$ cat config.mk
export PLATFORM = sky130hd
export DESIGN_NAME = wb_master_bridge
export DESIGN_NICKNAME = d
export VERILOG_FILES = /design/src/rtl/wb_master_bridge.sv
export SDC_FILE = /design/constraint.sdc
export NUM_CORES = 1
export LEC_CHECK = 0
export CAP_MARGIN = 30
export CORE_MARGIN = 4
export CORE_UTILIZATION = 38
export DETAILED_ROUTE_END_ITERATION = 16
export PLACE_DENSITY_LB_ADDON = 0.08
export SLEW_MARGIN = 20
export SYNTH_ARGS = -nofsm -noshare
export SYNTH_HDL_FRONTEND = slang
export SYNTH_SLANG_ARGS = --single-unit
export TNS_END_PERCENT = 30
$ cat constraint.sdc
create_clock -name clk -period 3.55 [get_ports clk]
set_input_delay 0.355 -clock clk [delete_from_list [all_inputs] [get_ports clk]]
set_output_delay 0.355 -clock clk [all_outputs]
set_load 0.005 [all_outputs]
$ cat src/rtl/wb_master_bridge.sv
// Single-command Wishbone classic initiator: accepts one request, runs it on the bus
// with retry/backoff and timeout handling, and returns a one-cycle response pulse.
module wb_master_bridge #(
   parameter int MAX_RETRY = 3,
   parameter int TIMEOUT   = 255
) (
   input  logic        clk,
   input  logic        rst,
   input  logic        req_valid,
   output logic        req_ready,
   input  logic        req_we,
   input  logic [31:0] req_adr,
   input  logic [3:0]  req_sel,
   input  logic [31:0] req_dat,
   output logic        rsp_valid,
   output logic [31:0] rsp_dat,
   output logic        rsp_err,
   output logic [31:0] adr_o,
   output logic [3:0]  sel_o,
   output logic        we_o,
   output logic [31:0] dat_o,
   output logic        stb_o,
   output logic        cyc_o,
   output logic [2:0]  cti_o,
   output logic [1:0]  bte_o,
   input  logic [31:0] dat_i,
   input  logic        ack_i,
   input  logic        err_i,
   input  logic        rty_i
);

   localparam int RW = (MAX_RETRY < 1) ? 1 : $clog2(MAX_RETRY + 1);
   localparam int TW = (TIMEOUT < 1) ? 1 : $clog2(TIMEOUT + 1);
   localparam logic [RW-1:0] RETRY_MAX = RW'(MAX_RETRY);
   localparam logic [TW-1:0] TMO_MAX   = TW'(TIMEOUT);

   typedef enum logic [1:0] {S_IDLE, S_ACTIVE, S_BACKOFF, S_RESP} state_t;

   state_t          state_q, state_d;
   logic [31:0]     adr_q, adr_d;
   logic [3:0]      sel_q, sel_d;
   logic            we_q, we_d;
   logic [31:0]     dat_q, dat_d;
   logic [RW-1:0]   retry_q, retry_d;
   logic [TW-1:0]   tmo_q, tmo_d;
   logic [31:0]     rsp_dat_q, rsp_dat_d;
   logic            rsp_err_q, rsp_err_d;
   logic [TW-1:0]   tmo_inc;

   assign tmo_inc = tmo_q + 1'b1;

   always_comb begin
      state_d   = state_q;
      adr_d     = adr_q;
      sel_d     = sel_q;
      we_d      = we_q;
      dat_d     = dat_q;
      retry_d   = retry_q;
      tmo_d     = tmo_q;
      rsp_dat_d = rsp_dat_q;
      rsp_err_d = rsp_err_q;
      case (state_q)
         S_IDLE: begin
            if (req_valid) begin
               adr_d     = req_adr;
               sel_d     = req_sel;
               we_d      = req_we;
               dat_d     = req_dat;
               retry_d   = '0;
               tmo_d     = '0;
               rsp_dat_d = '0;
               rsp_err_d = 1'b0;
               state_d   = S_ACTIVE;
            end
         end
         S_ACTIVE: begin
            // err beats ack beats rty when a responder raises several at once
            if (err_i) begin
               rsp_dat_d = '0;
               rsp_err_d = 1'b1;
               state_d   = S_RESP;
            end else if (ack_i) begin
               rsp_dat_d = we_q ? 32'h0 : dat_i;
               rsp_err_d = 1'b0;
               state_d   = S_RESP;
            end else if (rty_i) begin
               if (retry_q == RETRY_MAX) begin
                  rsp_dat_d = '0;
                  rsp_err_d = 1'b1;
                  state_d   = S_RESP;
               end else begin
                  retry_d = retry_q + 1'b1;
                  tmo_d   = '0;
                  state_d = S_BACKOFF;
               end
            end else begin
               tmo_d = tmo_inc;
               if (tmo_inc == TMO_MAX) begin
                  rsp_dat_d = '0;
                  rsp_err_d = 1'b1;
                  state_d   = S_RESP;
               end
            end
         end
         S_BACKOFF: state_d = S_ACTIVE;
         S_RESP:    state_d = S_IDLE;
         default:   state_d = S_IDLE;
      endcase
   end

   always_ff @(posedge clk or posedge rst) begin
      if (rst) begin
         state_q   <= S_IDLE;
         adr_q     <= '0;
         sel_q     <= '0;
         we_q      <= 1'b0;
         dat_q     <= '0;
         retry_q   <= '0;
         tmo_q     <= '0;
         rsp_dat_q <= '0;
         rsp_err_q <= 1'b0;
      end else begin
         state_q   <= state_d;
         adr_q     <= adr_d;
         sel_q     <= sel_d;
         we_q      <= we_d;
         dat_q     <= dat_d;
         retry_q   <= retry_d;
         tmo_q     <= tmo_d;
         rsp_dat_q <= rsp_dat_d;
         rsp_err_q <= rsp_err_d;
      end
   end

   // Bus strobes follow the state register so a reset drops them without waiting for a clock
   assign req_ready = (state_q == S_IDLE);
   assign cyc_o     = (state_q == S_ACTIVE);
   assign stb_o     = (state_q == S_ACTIVE);
   assign rsp_valid = (state_q == S_RESP);
   assign cti_o     = 3'b000;
   assign bte_o     = 2'b00;
   assign adr_o     = adr_q;
   assign sel_o     = sel_q;
   assign we_o      = we_q;
   assign dat_o     = dat_q;
   assign rsp_dat   = rsp_dat_q;
   assign rsp_err   = rsp_err_q;

endmodule

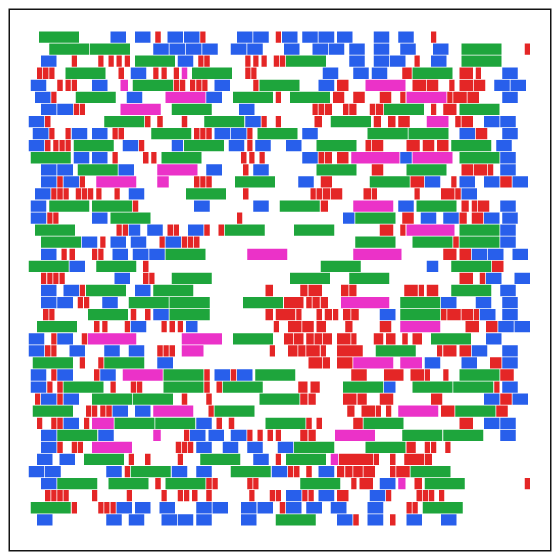
**Above:** placed cells, one color a class.
- remaining buffers and delay cells: blue (cells 219; share of their area 29%)
- remaining logic cells: red (cells 385; share of their area 25%)
- clock drivers and dummy loads: magenta (cells 32; share of their area 8.7%)
- sequential cells: green (cells 114; share of their area 38%)

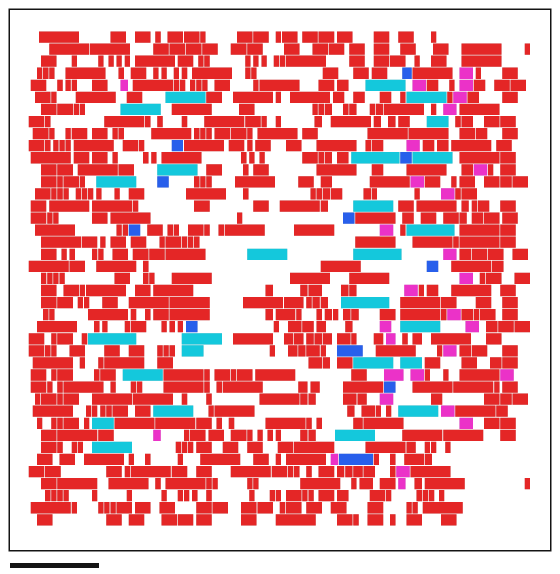
**Above:** cells by drive strength.
Scale bar: 20 um.
- x2: magenta (cells 29; share 3.9%)
- x6 and larger: cyan (cells 26; share 3.5%)
- x3 and x4: blue (cells 11; share 1.5%)
- x1 and smaller: red (cells 684; share 91%)

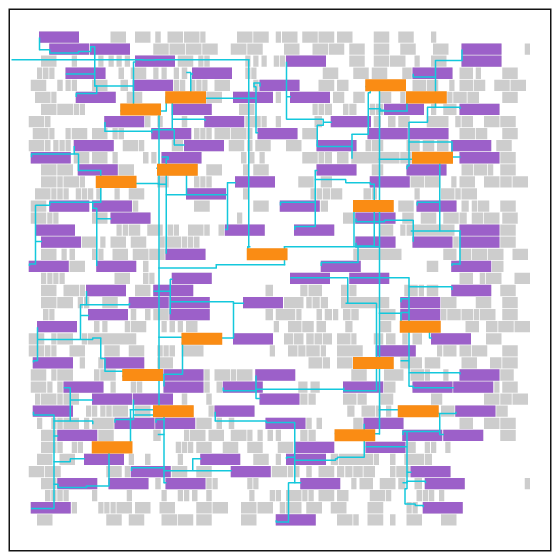
**Above:** clock distribution.
- flip-flops: purple (count 114)
- clock wires: cyan (length 1,560 um)
- clock-net drivers: orange (count 17)
- routed clock nets: 18
- flops lie: all over the die
Power Clock: 1.90 mW
Latency at later pin: 0.41 ns

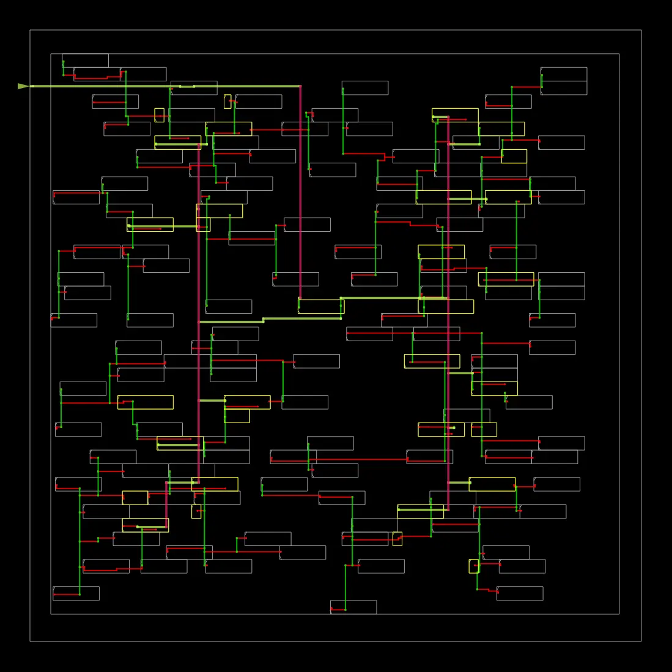
**Above:** the clock network.
clock buffers: 22
Flops: 114
clk sinks: 114

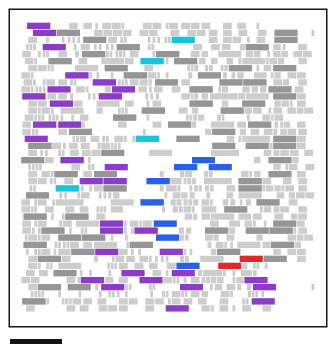
**Above:** where the registers sit.
Scale bar: 20 um. Other sequential cells in the stronger gray, the rest of the logic in the fainter gray.
- retry_q: red (placed flops 2)
- sel_o: cyan (placed flops 4)
- dat_o: purple (placed flops 32)
- tmo_q: blue (placed flops 8; where center)
- not colored: 68
utilization after layout: 61.8%
fraction of area in registers: 36.6%
register area: 0.00285 sq mm
Seq. pwr: 2.10 mW

==> reports/qor.txt <==
Status - complete, no violations
Yosys top cell by area - dfrtp_1
# fillers - 1,097
Final WL - 14,100 um
CTS tree - done
Commonest cells in the netlist - nand2_1, dfrtp_1, inv_1
Initial antenna violation count - 0
Pleak - 3.56 nW
CTS-repair resized insts - 0
Sequential area share after synthesis - 58.1%
Vias - 4,339
RSZ-0062 raised after global routing - no
PD cells - 794 mW/mm^2
Slew @ Worst Pin - 0.797 ns
Mapped cell area - 0.00491 sq mm
Placer's final routability congestion estimate - 0.805
Most frequent cell after synthesis - nand2_1
Hold Crit Class - primary input to asynchronous set/reset pin
Worst reg-to-reg setup slack - 1.03 ns
Final net count - 847
Fin crit period - 2.52 ns
Buffers & Inverters on Critical Path - 1
Maximum vdd drop - 0.372 mV
N_diodes - 0
Worst path required time - 3.84 ns
Post-route setup TNS - 0 ns
Max-slew headroom - 46.7%
Peak Freq - 397 MHz
Asr flop ratio synth - 100%
Yosys chip area - 0.00491 sq mm
Slowest cell on crit path - o21ai_4
Largest net degree at the start of global routing - 46
Remaining DRCs - 0
Antenna-violating nets left - 0
Critical path depth in cells - 7
XORs/XNORs by Area - 0.178%
Syn Area/Cell - 9.27 sq um
Fin. Hold Viols - 0
Crit share post-route - 70.9%
Root buffer cell - clkbuf_16
Core area - 0.0126 sq mm
MUX area fraction - 0.204%
FF-to-FF path depth - 7
Max-cap violations - 0
Routed len/inst - 15.2 um
Hold WS - 0.364 ns
Gr ovfl total - 0
Ys cells - 530
Crit. Startpoint - tmo_q[0]
Simple Share, Synth - 20.5%
Post-synth top flop - dfrtp_1
Max-area cell share - 58.1%
Hold-fix buffer count after cts - 0
CP Capture Type - flip-flop
Fp_density - 38.9%
First-pass GRT wire length - 22,600 um
Syn. warnings - 0
CP Data Arrival Time - 2.80 ns
Die X - 122 um
Setup-failing EPs final - 0
Complex Gates by Area - 13.6%
Chip Height - 122 um
Logic family by area - simple AND/OR/NAND/NOR gates
CP Launch Type - flip-flop
Row cnt - 41
Top Layout Cells - nand2_1, clkdlybuf4s50_1, dfrtp_1
Buffer depth of the longest clock path - 2
Gr usage total - 19.4%
Total CTS buffers - 17
H-tree lvl count - 4
DR iter-0 viols - 264
Synth-to-layout area growth - 58.7%
CP endpoint - rsp_dat[11]
DP HPWL - 10,100 um
Reg-to-reg endpoint - rsp_dat[11]
Buffers on Ports - 212
Vias in the first global route - 4,451
Crit path cell chain - ha_1 -> nor2b_1 -> mux2i_1 -> a211o_1 -> o21ai_4 -> buf_4 -> o21ai_2
Top cells, area - dfrtp_1, nand2_1, a22oi_1, o21ai_2, inv_1
Setup Fix Bufs, Post-CTS - 0
Yosys adder share - 0.764%
Worst-path fanout max - 26
CP peak stage delay - 0.64 ns
Number of enable flip-flop cells - 0
Final Max Slew Viols - 0
Synth unique cells - 38
Tool warnings - 27
Worst path top cell family by delay - AND-OR/OR-AND gates
Die area - 0.0148 sq mm
Clock Skew - 0.00440 ns
Most used logic cell in the final layout - nand2_1
Synth Instances - 530
R2R Path Start - tmo_q[0]
Kind of critical path - flip-flop to flip-flop
Ys flops - 114
Share of layout cells above drive strength 1 - 8.80%
Clk pin slew, worst setup/hold paths - 0.05 ns
DR pass1 iterations - 4
IO Count - 218
Routed vias/inst - 4.71
Logic cell area - 0.00176 sq mm
-- power by group --
part | switching, mW | internal (mW)
clock | 0.583 | 1.31
combinational | 0.969 | 1.22
sequential | 0.307 | 1.79
total | 1.86 | 4.33
-- per-stage QoR --
| step | setup slack, ns | total power [mW] | util, % | instance area [sq um] | instances |
|---|---|---|---|---|---|
| final | 1.03 | 6.19 | 61.8 | 7790 | 922 |
| after global placement | 1.12 | 4.28 | 56.5 | 7130 | 890 |
| after detailed placement | 1.03 | 4.34 | 56.5 | 7130 | 890 |
| after CTS | 1.02 | 6.27 | 61.8 | 7790 | 922 |
| after global routing | 0.847 | 6.60 | 61.8 | 7790 | 922 |
| after floorplan | 0.179 | 2.96 | - | 4930 | 534 |
-- layout make-up --
cell class              count  share of cell area [%]
flip-flops and latches    114                    36.6
repair buffers            219                    27.9
multi-input cells         350                    22.5
clock buffers              22                    6.21
well taps                 172                    2.76
clock inverters            10                    2.28
inverters                  35                    1.72
-- how the worst min path moves through the flow --
stage,end,slack (ns),from,depth (start not counted)
after floorplan,tmo_q[7],0.45,tmo_q[7],1
after CTS,rsp_dat[3],0.38,rst,2
after global routing,rsp_dat[0],0.42,rst,2
after global placement,adr_o[18],0.46,adr_o[18],2
final,rsp_dat[3],0.36,rst,2
after detailed placement,dat_o[6],0.46,dat_o[6],2
-- flip-flops by register name, indices dropped and copies added (netlist names) --
| register | count |
|---|---|
| state_q | 2 |
| sel_o | 4 |
| tmo_q | 8 |
| retry_q | 2 |
| we_o | 1 |
| adr_o | 32 |
| dat_o | 32 |
| rsp_dat | 32 |
| rsp_err | 1 |
-- layer usage --
metal  GRT usage [%]  vias to the layer above  part of all wire (%)
li1                -                     2109                     -
met1            24.2                     2036                    41
met2            29.1                      169                    45
met3            9.47                       25                    11
met4            7.56                        0                   2.1
met5               0                        -                     0
Power is estimated from default activity; no workload was simulated.
